$ cat config.mk
export PLATFORM = sky130hd
export DESIGN_NAME = mux_rr_arbiter_flat
export DESIGN_NICKNAME = d
export VERILOG_FILES = /design/src/rtl/mux_rr_arbiter_pkg.sv /design/src/rtl/mux_rr_arbiter_if.sv /design/src/rtl/mux_rr_arbiter_pick.sv /design/src/rtl/mux_rr_arbiter.sv /design/src/flat_wrapper.sv
export SDC_FILE = /design/constraint.sdc
export NUM_CORES = 1
export LEC_CHECK = 0
export CORE_MARGIN = 2
export CORE_UTILIZATION = 49
export DETAILED_ROUTE_END_ITERATION = 16
export GPL_TIMING_DRIVEN = 0
export PLACE_DENSITY_LB_ADDON = 0.2
export SLEW_MARGIN = 25
export SYNTH_ARGS = -nofsm -noshare
export SYNTH_HDL_FRONTEND = slang
export SYNTH_SLANG_ARGS = --single-unit
$ cat constraint.sdc
create_clock -name clk -period 2.3 [get_ports clk]
set_input_delay 0.575 -clock clk [delete_from_list [all_inputs] [get_ports clk]]
set_output_delay 0.575 -clock clk [all_outputs]
set_load 0.02 [all_outputs]
$ cat src/rtl/mux_rr_arbiter_pkg.sv
// Shared types and encodings for the 4:1 mux round-robin arbiter.
// Combinational definitions only; no latency, no flow control.
// Holds the FSM state enum and the mux select encodings (SEL_A..SEL_D).
package mux_rr_arbiter_pkg;

    typedef enum logic {
        ST_IDLE  = 1'b0,
        ST_GRANT = 1'b1
    } state_e;

    // Select encoding {sel_b, sel_a} is simply the requester index.
    localparam logic [1:0] SEL_A = 2'b00;
    localparam logic [1:0] SEL_B = 2'b01;
    localparam logic [1:0] SEL_C = 2'b10;
    localparam logic [1:0] SEL_D = 2'b11;

    function automatic logic [3:0] idx_to_onehot(input logic [1:0] idx);
        return 4'b0001 << idx;
    endfunction

endpackage

$ cat src/rtl/mux_rr_arbiter_if.sv
// Requester/downstream bundle between the sources, the arbiter and the mux.
// No latency; pure wiring. Backpressure is carried by out_ready.
// The lock bus exists only when MUX_ARB_LOCK_EN is defined.
interface mux_rr_arbiter_if #(
    parameter int CW = 4
) ();
    logic [3:0]    req;
    logic          out_ready;
`ifdef MUX_ARB_LOCK_EN
    logic [3:0]    lock;
`endif
    logic [3:0]    gnt;
    logic          sel_a;
    logic          sel_b;
    logic          mux_valid;
    logic [CW-1:0] beat_cnt;

    modport master (
        input  req,
        input  out_ready,
`ifdef MUX_ARB_LOCK_EN
        input  lock,
`endif
        output gnt,
        output sel_a,
        output sel_b,
        output mux_valid,
        output beat_cnt
    );

    modport slave (
        output req,
        output out_ready,
`ifdef MUX_ARB_LOCK_EN
        output lock,
`endif
        input  gnt,
        input  sel_a,
        input  sel_b,
        input  mux_valid,
        input  beat_cnt
    );
endinterface

$ cat src/rtl/mux_rr_arbiter_pick.sv
// Round-robin winner search over four requests starting at ptr.
// Purely combinational, zero latency.
// No backpressure; any=0 when no request is pending.
module rr_pick4 (
    input  logic [3:0] req,
    input  logic [1:0] ptr,
    output logic [1:0] win_idx,
    output logic       any
);
    logic [1:0] idx;

    // Scan from the farthest offset down so the nearest requester to ptr wins.
    always_comb begin
        win_idx = 2'd0;
        any     = 1'b0;
        idx     = 2'd0;
        for (int k = 3; k >= 0; k--) begin
            idx = ptr + 2'(k);
            if (req[idx]) begin
                win_idx = idx;
                any     = 1'b1;
            end
        end
    end
endmodule

$ cat src/rtl/mux_rr_arbiter.sv
// Round-robin arbiter/sequencer driving the 4:1 mux selects and one-hot grant.
// Latency: req to gnt/sel 1 cycle; mux_valid combinational from registered gnt.
// Backpressure: out_ready low freezes the burst; MUX_ARB_LOCK_EN adds burst lock.
import mux_rr_arbiter_pkg::*;

module mux_rr_arbiter #(
    parameter int MAX_HOLD = 4,
    parameter int CW       = 4
) (
    input  logic             clk,
    input  logic             rst_n,
    mux_rr_arbiter_if.master bus
);
    state_e        state_q, state_d;
    logic [3:0]    gnt_q, gnt_d;
    logic [1:0]    sel_q, sel_d;
    logic [1:0]    ptr_q, ptr_d;
    logic [CW-1:0] beat_q, beat_d;

    logic [1:0]    pick_ptr;
    logic [1:0]    win_idx;
    logic          any;
    logic          mux_valid;
    logic          req_g;
    logic          beat;
    logic          cap_hit;
    logic          release_g;
    logic [1:0]    next_ptr;

    // While granted, sel_q is the granted index g.
    assign req_g     = bus.req[sel_q];
    assign mux_valid = |(gnt_q & bus.req);
    assign beat      = mux_valid & bus.out_ready;
    assign next_ptr  = sel_q + 2'd1;

`ifdef MUX_ARB_LOCK_EN
    assign cap_hit = beat && (beat_q >= CW'(MAX_HOLD - 1)) && !bus.lock[sel_q];
`else
    assign cap_hit = beat && (beat_q >= CW'(MAX_HOLD - 1));
`endif

    assign release_g = (state_q == ST_GRANT) && (!req_g || cap_hit);

    // Re-arbitration on release searches from g+1, leaving g lowest priority.
    assign pick_ptr = (state_q == ST_GRANT) ? next_ptr : ptr_q;

    rr_pick4 u_pick (
        .req     (bus.req),
        .ptr     (pick_ptr),
        .win_idx (win_idx),
        .any     (any)
    );

    always_comb begin
        state_d = state_q;
        gnt_d   = gnt_q;
        sel_d   = sel_q;
        ptr_d   = ptr_q;
        beat_d  = beat_q;
        case (state_q)
            ST_IDLE: begin
                if (any) begin
                    state_d = ST_GRANT;
                    gnt_d   = idx_to_onehot(win_idx);
                    sel_d   = win_idx;
                    ptr_d   = win_idx;
                    beat_d  = '0;
                end
            end
            ST_GRANT: begin
                if (release_g) begin
                    ptr_d  = next_ptr;
                    beat_d = '0;
                    if (any) begin
                        gnt_d = idx_to_onehot(win_idx);
                        sel_d = win_idx;
                    end else begin
                        state_d = ST_IDLE;
                        gnt_d   = 4'b0000;
                    end
                end else if (beat) begin
`ifdef MUX_ARB_LOCK_EN
                    if (beat_q != {CW{1'b1}}) begin
                        beat_d = beat_q + CW'(1);
                    end
`else
                    beat_d = beat_q + CW'(1);
`endif
                end
            end
            default: begin
                state_d = ST_IDLE;
                gnt_d   = 4'b0000;
                beat_d  = '0;
            end
        endcase
    end

    always_ff @(posedge clk or negedge rst_n) begin
        if (!rst_n) begin
            state_q <= ST_IDLE;
            gnt_q   <= 4'b0000;
            sel_q   <= SEL_A;
            ptr_q   <= 2'd0;
            beat_q  <= '0;
        end else begin
            state_q <= state_d;
            gnt_q   <= gnt_d;
            sel_q   <= sel_d;
            ptr_q   <= ptr_d;
            beat_q  <= beat_d;
        end
    end

    assign bus.gnt       = gnt_q;
    assign bus.sel_a     = sel_q[0];
    assign bus.sel_b     = sel_q[1];
    assign bus.mux_valid = mux_valid;
    assign bus.beat_cnt  = beat_q;
endmodule

$ cat src/flat_wrapper.sv
// flat-port wrapper written by rule: the top's interface ports become plain ports
module mux_rr_arbiter_flat 
#(
    parameter int MAX_HOLD = 4,
    parameter int CW       = 4
)
  (clk, rst_n, bus_req, bus_out_ready, bus_gnt, bus_sel_a, bus_sel_b, bus_mux_valid, bus_beat_cnt);
  mux_rr_arbiter_if #(.CW(CW)) bus_i ();
  input  logic clk;
  input  logic rst_n;
  input wire logic [$bits(bus_i.req)-1:0] bus_req;
  input wire logic [$bits(bus_i.out_ready)-1:0] bus_out_ready;
  output wire logic [$bits(bus_i.gnt)-1:0] bus_gnt;
  output wire logic [$bits(bus_i.sel_a)-1:0] bus_sel_a;
  output wire logic [$bits(bus_i.sel_b)-1:0] bus_sel_b;
  output wire logic [$bits(bus_i.mux_valid)-1:0] bus_mux_valid;
  output wire logic [$bits(bus_i.beat_cnt)-1:0] bus_beat_cnt;
  assign bus_i.req = bus_req;
  assign bus_i.out_ready = bus_out_ready;
  assign bus_gnt = bus_i.gnt;
  assign bus_sel_a = bus_i.sel_a;
  assign bus_sel_b = bus_i.sel_b;
  assign bus_mux_valid = bus_i.mux_valid;
  assign bus_beat_cnt = bus_i.beat_cnt;
  mux_rr_arbiter #(.MAX_HOLD(MAX_HOLD), .CW(CW)) u_core (.clk(clk), .rst_n(rst_n), .bus(bus_i));
endmodule
==> images/layer_met3.png <==
Scale: 10 px per um.
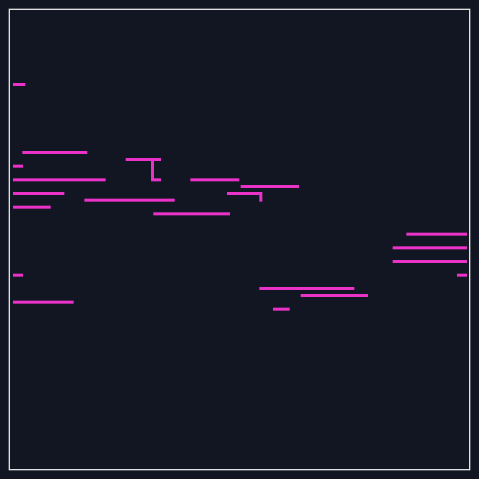
longest straight run: 9.20 um
main direction: horizontal
nets with wire on the layer: 19
wire length on this layer: 105 um
GRT met3 Usage: 3.57%
via count: 759
total wire length: 2.12 mm

==> images/sizes.png <==
Scale: 10 px per um.
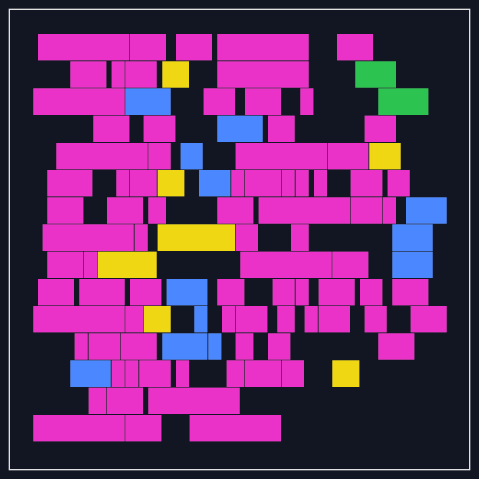
[green] _6 and larger | cells: 2 | share: 1.9%
[blue] _2 cells | cells: 12 | share: 12% | most used: clkdlybuf4s15_2
[magenta] _0 and _1 cells | cells: 83 | share: 80% | most used: dfrtp_1
[yellow] _3 and _4 cells | cells: 7 | share: 6.7% | most used: clkbuf_4
Layout area overhead: 25.5%
Final Cell Area: 0.00108 mm2
nonclk buf count: 19
Final WS setup: 0.345 ns

==> images/clocks.png <==
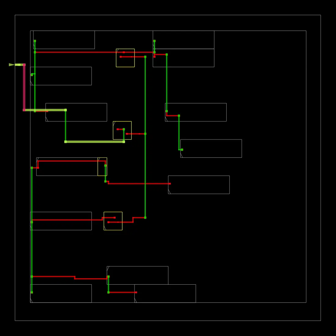
clock skew: 0.00699 ns
# clk buffers: 4
clock sink count: 13
clk pwr: 144 uW
clock latency on the worst-skew pair: 0.28 ns

==> images/flops_by_reg.png <==
Scale: 8 px per um. Other sequential cells in the stronger grey, the rest of the logic in the fainter grey.
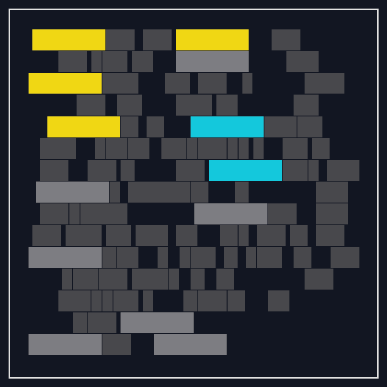
[yellow] `u_core.bus.gnt` | flops: 4 | where: upper left
[cyan] `u_core.sel_q` | flops: 2
not coloured: 7
Seq/total area: 30.2%
Finished Core Util: 63.9%
Sequential Area: 325 um2

==> images/metal_density.png <==
Scale: 8 px per um. 9 x 9 tiles, from black (low) to pale yellow (high), scaled to the fullest tile. Values are wire area over tile area, all layers added.
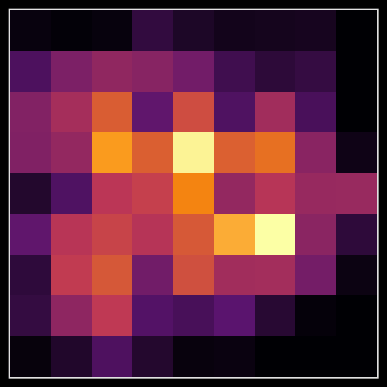
mean over tiles: 0.16
tiles over half the peak: 21%
densest ninth of the die: centre
drt wl/cell: 17.5 um
GRT Total Usage: 22.7%

==> results.txt <==
status - finished clean
worst slew pin tran - 0.581 ns
Slew Limit Headroom - 61.1%
GRT busiest layer - met2
GR Util met1 - 27.4%
crit path launch - u_core.sel_q[1]
Flop+latch power - 405 uW
Combinational Power Share - 60.4%
Top Consumer - combinational logic
FMAX - 0.511 GHz
mux share - 8.30%
capture point of the worst reg-to-reg path - u_core.bus.gnt[1]
die area - 0.00211 mm2
CTS root buf - clkbuf_4
post-synthesis register bit count - 13
Init Core Util - 50.9%
non-clock buffer share of cell area - 18.4%
placed cell area - 0.00104 mm2
CP cell instances - clkdlybuf4s50_1
WP depth - 1
Inverters, non-clock - 7
FF-to-FF path depth - 6
DRT met1 WL - 866 um
fin crit share - 85.0%
WP buf/inv - 1
Reg2Reg Setup Slack - 0.45 ns
Top FF cell, synth - dfrtp_1
GRT met2 Usage - 40.3%
flop count - 13
most frequent logic cell in the layout - dfrtp_1
initial antenna violation count - 0
VDD IR max - 641 uV
Mapped Cells - 84
Req. time, crit path - 1.73 ns
Finished Layout Cells - 121
DR top layer - met4
core area - 0.00169 mm2
Worst EP arrival - 1.38 ns
CTS max path bufs - 2
vias per cell - 6.27
cell row count - 15
power share of the clock group - 10.4%
post-route antenna net violation count - 0
HP Class - reg -> reg
# nets final - 113
Top non-seq family - AND-OR/OR-AND gates
Synth Area in Compound Gates - 26.9%
Routed met2 length - 1.14 mm
top cells by area - dfrtp_1 (38%), mux2i_1 (7.0%), nor2_1 (3.1%)
Final Wtd Congestion - 0.846
drt drc - 0
Sw Share - 43.4%
crit path max fanout - 6
drt first-iter violations - 15
CTS Hold Bufs - 0
Leak Pwr - 0.478 nW
Seq/Total Area, Yosys - 37.8%
die width - 45.9 um
fraction of area in multi-input gates - 44.5%
critical path launch point type - flop
Yosys chip area - 860 um2
Critical Path Sink - bus_sel_b
worst r2r src - u_core.state_q
Clock transition at path regs - 0.08 ns
Seq pwr share - 29.2%
Setup WS pre-CTS - -0.411 ns
first-pass iteration count of the detailed router - 4
most frequent cells in the layout - dfrtp_1 (13), clkdlybuf4s50_1 (12), nor2_1 (7)
antenna fix cells - 0
Comb gates - 61
met3 wire length - 105 um
combinational cell power - 838 uW
first-pass GRT wire length - 3.39 mm
Biggest Area Class - combinational gates
CTS tree - done
Vert. Die Dim - 45.9 um
Max stage delay on crit path - 0.64 ns
adder-cell area share of the yosys netlist - 1.46%
detailed placement HPWL - 1.57 mm
Post-synth EDFFs - 0
total CTS buffers - 3
synthesized area - 860 um2
comb. cell area - 480 um2
xor/xnor share - 2.04%
largest net degree at the start of global routing - 14
Synth Warn # - 0
Power per Cell Area - 1290 mW/mm2
Floorplan Nets - 92
GR Overflow Total - 0
cts repair resizes - 10
tap cells - 17
crit path kind - reg -> out
final hold viol count - 0
OpenROAD warning count - 26
area leader, netlist - dfrtp_1
max-cap viol count - 0
Fin Hold WS - 0.553 ns
post-route setup TNS - 0 ns
Post-synth top cells - dfrtp_1 (13), nor2_1 (7), mux2i_1 (6)
fill count - 154
synthesized area per cell - 10.2 um2
area share, top type - 37.8%
asr flop ratio synth - 100%
Cell Type Count - 42
# port buffers - 16
vias in the first global route - 759
Slowest-stage cell, CP - clkdlybuf4s50_1
share of post-route cells with drive strength above 1 - 20.2%
RSZ-0062 raised after global routing - no
Pint - 785 uW
## state kept, by name, summed over array words and instances (netlist names)
register,cells
u_core.bus.beat_cnt,4
u_core.bus.gnt,4
u_core.ptr_q,2
u_core.sel_q,2
u_core.state_q,1
## worst min-delay path by stage
stage,start,endpoint,slack [ns],cells after the start
after detailed placement,u_core.bus.gnt[1],u_core.bus.gnt[1],0.53,1
final,u_core.bus.gnt[1],u_core.bus.gnt[1],0.55,1
after CTS,u_core.bus.beat_cnt[3],u_core.bus.beat_cnt[3],0.56,2
after floorplan,rst_n,u_core.bus.beat_cnt[0],0.28,0
after global routing,u_core.bus.gnt[3],u_core.bus.gnt[3],0.58,2
after global placement,u_core.bus.gnt[2],u_core.bus.gnt[2],0.51,1
No activity file was given, so power comes from the tool's default toggle rates.
